**Signal metal coverage by tile**

(3 px per um) 28 x 28 tiles, from dark blue (low) to red (high), scaled to the fullest tile. Values are wire area over tile area, all layers added.
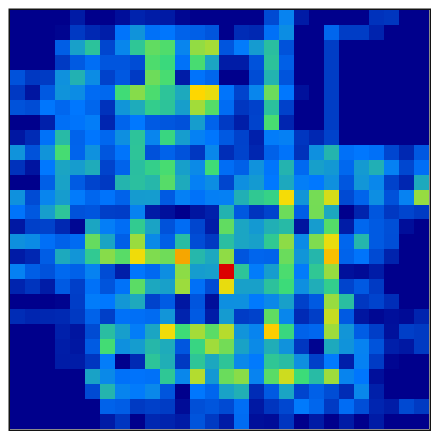
**Placement view**

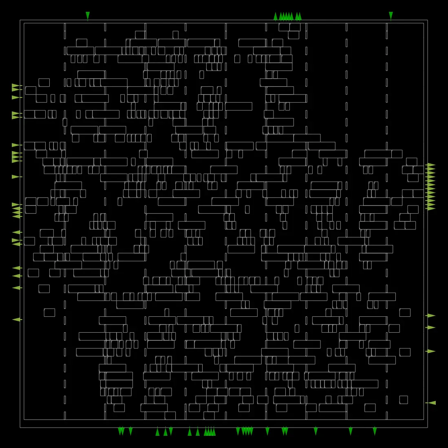
<file path="config.mk">
export PLATFORM = sky130hd
export DESIGN_NAME = imem_loader
export DESIGN_NICKNAME = d
export VERILOG_FILES = /design/src/rtl/imem_loader.sv
export SDC_FILE = /design/constraint.sdc
export NUM_CORES = 1
export LEC_CHECK = 0
export ABC_AREA = 1
export CELL_PAD_IN_SITES_DETAIL_PLACEMENT = 0
export CELL_PAD_IN_SITES_GLOBAL_PLACEMENT = 1
export CORE_UTILIZATION = 25
export DETAILED_ROUTE_END_ITERATION = 16
export PLACE_DENSITY = 0.52
export SYNTH_ARGS = -nofsm -noshare
export SYNTH_HDL_FRONTEND = slang
export SYNTH_SLANG_ARGS = --single-unit
</file>
<file path="constraint.sdc">
create_clock -name clk -period 2.87 [get_ports clk]
set_clock_uncertainty 0.05 [all_clocks]
set_input_delay 0.574 -clock clk [delete_from_list [all_inputs] [get_ports clk]]
set_output_delay 0.574 -clock clk [all_outputs]
set_load 0.02 [all_outputs]
</file>
<file path="src/rtl/imem_loader.sv">
// rtl/imem_loader.sv - byte-stream to instruction-memory loader
// Packs bytes big-endian into words and writes them from address 0 while holding the CPU.
module imem_loader #(
  parameter int ADDR_W = 10,
  parameter int DATA_W = 32
) (
  input  logic              clk,
  input  logic              rst_n,
  input  logic              start,
  input  logic [ADDR_W:0]   num_words,
  input  logic              in_valid,
  input  logic [7:0]        in_data,
  output logic              in_ready,
  output logic              mem_we,
  output logic [ADDR_W-1:0] mem_addr,
  output logic [DATA_W-1:0] mem_wdata,
  output logic              busy,
  output logic              done,
  output logic              cpu_hold
);

  localparam logic [1:0] S_IDLE  = 2'd0;
  localparam logic [1:0] S_LOAD  = 2'd1;
  localparam logic [1:0] S_WRITE = 2'd2;
  localparam logic [1:0] S_DONE  = 2'd3;

  localparam logic [ADDR_W:0] MAX_WORDS = {1'b1, {ADDR_W{1'b0}}};

  logic [1:0]        state_q, state_d;
  logic [1:0]        byte_cnt_q, byte_cnt_d;
  logic [ADDR_W:0]   words_q, words_d;
  logic [ADDR_W:0]   n_q, n_d;
  logic [DATA_W-1:0] word_q, word_d;
  logic [ADDR_W-1:0] mem_addr_q, mem_addr_d;
  logic [DATA_W-1:0] mem_wdata_q, mem_wdata_d;

  logic [DATA_W-1:0] packed_word;
  logic [ADDR_W:0]   n_clamped;
  logic [ADDR_W:0]   words_inc;

  assign n_clamped = (num_words > MAX_WORDS) ? MAX_WORDS : num_words;
  assign words_inc = words_q + 1'b1;

  // First byte of each word lands in the most significant lane.
  always_comb begin
    packed_word = word_q;
    case (byte_cnt_q)
      2'd0:    packed_word[31:24] = in_data;
      2'd1:    packed_word[23:16] = in_data;
      2'd2:    packed_word[15:8]  = in_data;
      default: packed_word[7:0]   = in_data;
    endcase
  end

  always_comb begin
    state_d     = state_q;
    byte_cnt_d  = byte_cnt_q;
    words_d     = words_q;
    n_d         = n_q;
    word_d      = word_q;
    mem_addr_d  = mem_addr_q;
    mem_wdata_d = mem_wdata_q;
    case (state_q)
      S_IDLE, S_DONE: begin
        if (start) begin
          n_d        = n_clamped;
          words_d    = '0;
          byte_cnt_d = '0;
          word_d     = '0;
          state_d    = (n_clamped == '0) ? S_DONE : S_LOAD;
        end
      end
      S_LOAD: begin
        if (in_valid) begin
          word_d = packed_word;
          if (byte_cnt_q == 2'd3) begin
            byte_cnt_d  = '0;
            mem_addr_d  = words_q[ADDR_W-1:0];
            mem_wdata_d = packed_word;
            state_d     = S_WRITE;
          end else begin
            byte_cnt_d = byte_cnt_q + 2'd1;
          end
        end
      end
      S_WRITE: begin
        words_d = words_inc;
        state_d = (words_inc == n_q) ? S_DONE : S_LOAD;
      end
      default: state_d = S_IDLE;
    endcase
  end

  always_ff @(posedge clk or negedge rst_n) begin
    if (!rst_n) begin
      state_q     <= S_IDLE;
      byte_cnt_q  <= '0;
      words_q     <= '0;
      n_q         <= '0;
      word_q      <= '0;
      mem_addr_q  <= '0;
      mem_wdata_q <= '0;
    end else begin
      state_q     <= state_d;
      byte_cnt_q  <= byte_cnt_d;
      words_q     <= words_d;
      n_q         <= n_d;
      word_q      <= word_d;
      mem_addr_q  <= mem_addr_d;
      mem_wdata_q <= mem_wdata_d;
    end
  end

  assign in_ready  = (state_q == S_LOAD);
  assign mem_we    = (state_q == S_WRITE);
  assign busy      = (state_q == S_LOAD) || (state_q == S_WRITE);
  assign cpu_hold  = busy;
  assign done      = (state_q == S_DONE);
  assign mem_addr  = mem_addr_q;
  assign mem_wdata = mem_wdata_q;

endmodule
</file>
==> results.txt <==
Update from the flow run.

The total setup violations reported at the end of the flow is 0. The startpoint identified for the worst register-to-register timing path is state_q[0]$_DFFE_PN0P_. By startpoint and endpoint, the worst setup path is classified as reg -> out. The wire length of the first global-routing pass is roughly 20 mm. The horizontal extent of the die is between 100 and 150 um. Looking at the max-slew report, the worst-margin pin has a slew of 1.05 ns.

The adder and majority gate portion of the synthesized area is 2.37%. Note, the detailed placer reported a final HPWL of 8.85 mm. Per the placement report, the placed cell count is 869. The post-CTS resize count is 0.

The share of the clock period used by the worst path is 88.4%. The cell occurring most often along the worst timing path is sky130_fd_sc_hd__inv_1. The cell area after layout is 0.00596 mm^2.

The timing report gives the worst reg2reg path a setup slack of 0.74 ns. The cell row count is 50. The clock distribution power is 1.17 mW. For this run the aggregate overflow at the end of global routing stands at 0. The number of enable-type register cells in the synthesized netlist is 0. The final tally of max-slew violations is 0. The number of top-level pins is about 70. The family with the most delay on the worst path is buffers and inverters.

The required time of the critical path is 2.25 ns. The count of nets left with antenna violations after detail routing is 0. The layout overhead on the synthesized area is 25.6%. The maximum count of clock buffers along a single path is 2. The top-area cell type share of the netlist area is 52.7%.

Summed over all failing endpoints, the final setup total negative slack is 0 ns. The number of antenna violations at the first check in global routing is 0. The pin count of the biggest net entering global routing is roughly 70. Sorting the synthesized cells by area gives the leading types as sky130_fd_sc_hd__dfrtp_1 53%, sky130_fd_sc_hd__nand2_1 13%, sky130_fd_sc_hd__o21ai_0 7.9%. The multiplexer share of the synthesized area is 0%.

Sorting the synthesized cells by how often they occur yields 162 x sky130_fd_sc_hd__nand2_1, 100 x sky130_fd_sc_hd__dfrtp_1, 86 x sky130_fd_sc_hd__inv_1. The CTS tree is done. Of the total power, registers draw 35.6%. The detailed router finished its first iteration with 179 violations. The number of maximum-capacitance violations recorded for the run is 0. The root buffer cell is sky130_fd_sc_hd__clkbuf_16.

The dominant kind of combinational cell is simple AND/OR/NAND/NOR gates. The dominant power group in this design is combinational logic. In the log, the iteration count for the first detailed-route pass is 4.

The type of origin of the critical path is a flop. The synthesis-stage register bit count is 100. The net count of the mapped netlist is 613. The net switching power in the latest report is 2.64 mW.

Dividing the synthesized area by the synthesized cell count gives 8.17 um^2. The min-delay analysis places its worst path in the category in -> async. The highest clock rate is 0.394 GHz. The maximum cell stage delay along the critical path is 0.61 ns. The final period demand of the worst path is 2.54 ns. The report puts the cell count of the worst reg-to-reg path at 9.

The share of total power dissipated in combinational logic is 46.3%. Per the summary, power density relative to cell area is between 1000 and 1500 mW/mm^2. Power comes to around 6.4 mW.

The most common cell in the netlist is sky130_fd_sc_hd__nand2_1. Logged for this run, the post-placement worst setup slack is 0.515 ns. The register clock-pin slew on the reported worst setup and hold paths is 0.07 ns. The worst-case IR drop observed on VDD is 597 uV. The script extracted a total leakage power of 2.66 nW. The register share after synthesis is 52.7%. Per the OpenROAD floorplan log, the area of the die is between 0.015 and 0.02 mm^2.

Counting every sink on the clock net gives 100. Post-CTS timing repair inserted 0 buffers for setup. The number of global-route vias before repair is 3771.

The final routed DRC violation total is 0. The number of antenna repair diodes is 0. The weighted congestion at the end of routability-driven global placement is between 0.7 and 0.8.

Yosys stat counts 581 cells in the synthesized netlist. The cell-mix breakdown from Yosys lists the compound-gate area share as 13.8%. The power report shows net switching accounting for around 40% of the total. The number of buffers inserted by port buffering is 69. Setup repair after global routing left no endpoint under its margin. The most critical hold endpoint after final layout shows a slack of 0.0755 ns. The arrival time of data at the worst endpoint is listed as ~1.9 ns. The number of nets in the layout is 678. The simple-gate area share of the yosys netlist is 20.6%.

The internal power summed over all cells is 3.79 mW. The fraction of registers with async set/reset is 100%. The post-synthesis cell count is 581.

The beginning of the critical path is state_q[0]$_DFFE_PN0P_. The run finished with clean final reports.
-- 'signal metal coverage by tile' (at the start) --
densest ninth of the die: middle
emptiest ninth of the die: top right
mean over tiles: 0.099
nearly empty tiles: 21%
Overall Global Routing Usage: 13.6%
wire length reported by the detailed router: 12.5 mm
wire length per cell: 14.1 um
via count: 3863

-- 'placement view' (at the start) --
core area: 0.0186 mm^2
number of sequential storage elements: 100
tally of non-filler cells in the final layout: 885
Layout Utilization: 32.0%
proportion of cell area occupied by registers: 42.0%

-- layout make-up --
class                           count  area, um^2
Fill cell                        1996       12700
Sequential cell                   100        2500
Clock inverter                      3        21.3
Inverter                           90         338
Multi-Input combinational cell    368        1790
Tap cell                          234         293
Timing Repair Buffer               77         761
Clock buffer                       13         260
-- cells in the final DEF (no fill, tap or decap), types with 2 or more instances in the layout --
cell type	count
sky130_fd_sc_hd__nand2_1	162
sky130_fd_sc_hd__dfrtp_1	100
sky130_fd_sc_hd__inv_1	86
sky130_fd_sc_hd__o21ai_0	75
sky130_fd_sc_hd__clkdlybuf4s50_1	68
sky130_fd_sc_hd__nand3_1	40
sky130_fd_sc_hd__o22ai_1	33
sky130_fd_sc_hd__nor2_1	19
sky130_fd_sc_hd__o21ai_1	13
sky130_fd_sc_hd__ha_1	9
sky130_fd_sc_hd__clkbuf_16	9
sky130_fd_sc_hd__buf_4	8
sky130_fd_sc_hd__inv_2	3
sky130_fd_sc_hd__nand2_2	3
sky130_fd_sc_hd__nor2_2	3
sky130_fd_sc_hd__nor2_4	2
sky130_fd_sc_hd__a21oi_1	2
sky130_fd_sc_hd__xor2_1	2
sky130_fd_sc_hd__clkbuf_8	2
sky130_fd_sc_hd__clkbuf_1	2
-- kinds of logic after synthesis --
group,after synthesis
AOI/OAI and AO/OA,123
xor gates and xnor gates,3
adders and majority gates,9
buffers and inverters,113
DFF,100
and+or+nand+nor,233
-- layer usage --
metal | part of all wire [%] | global-route usage [%]
met5 | 0 | 0
met4 | 2.1 | 5.84
met3 | 3.3 | 2.41
met2 | 42 | 19.7
met1 | 52 | 19.6
-- flip-flops by register name, indices dropped and copies added, names as in the netlist --
name and count:
mem_addr 10, byte_cnt_q 2, n_q 11, state_q 2
words_q 11, mem_wdata 32, word_q 32
Power is estimated from default activity; no workload was simulated.
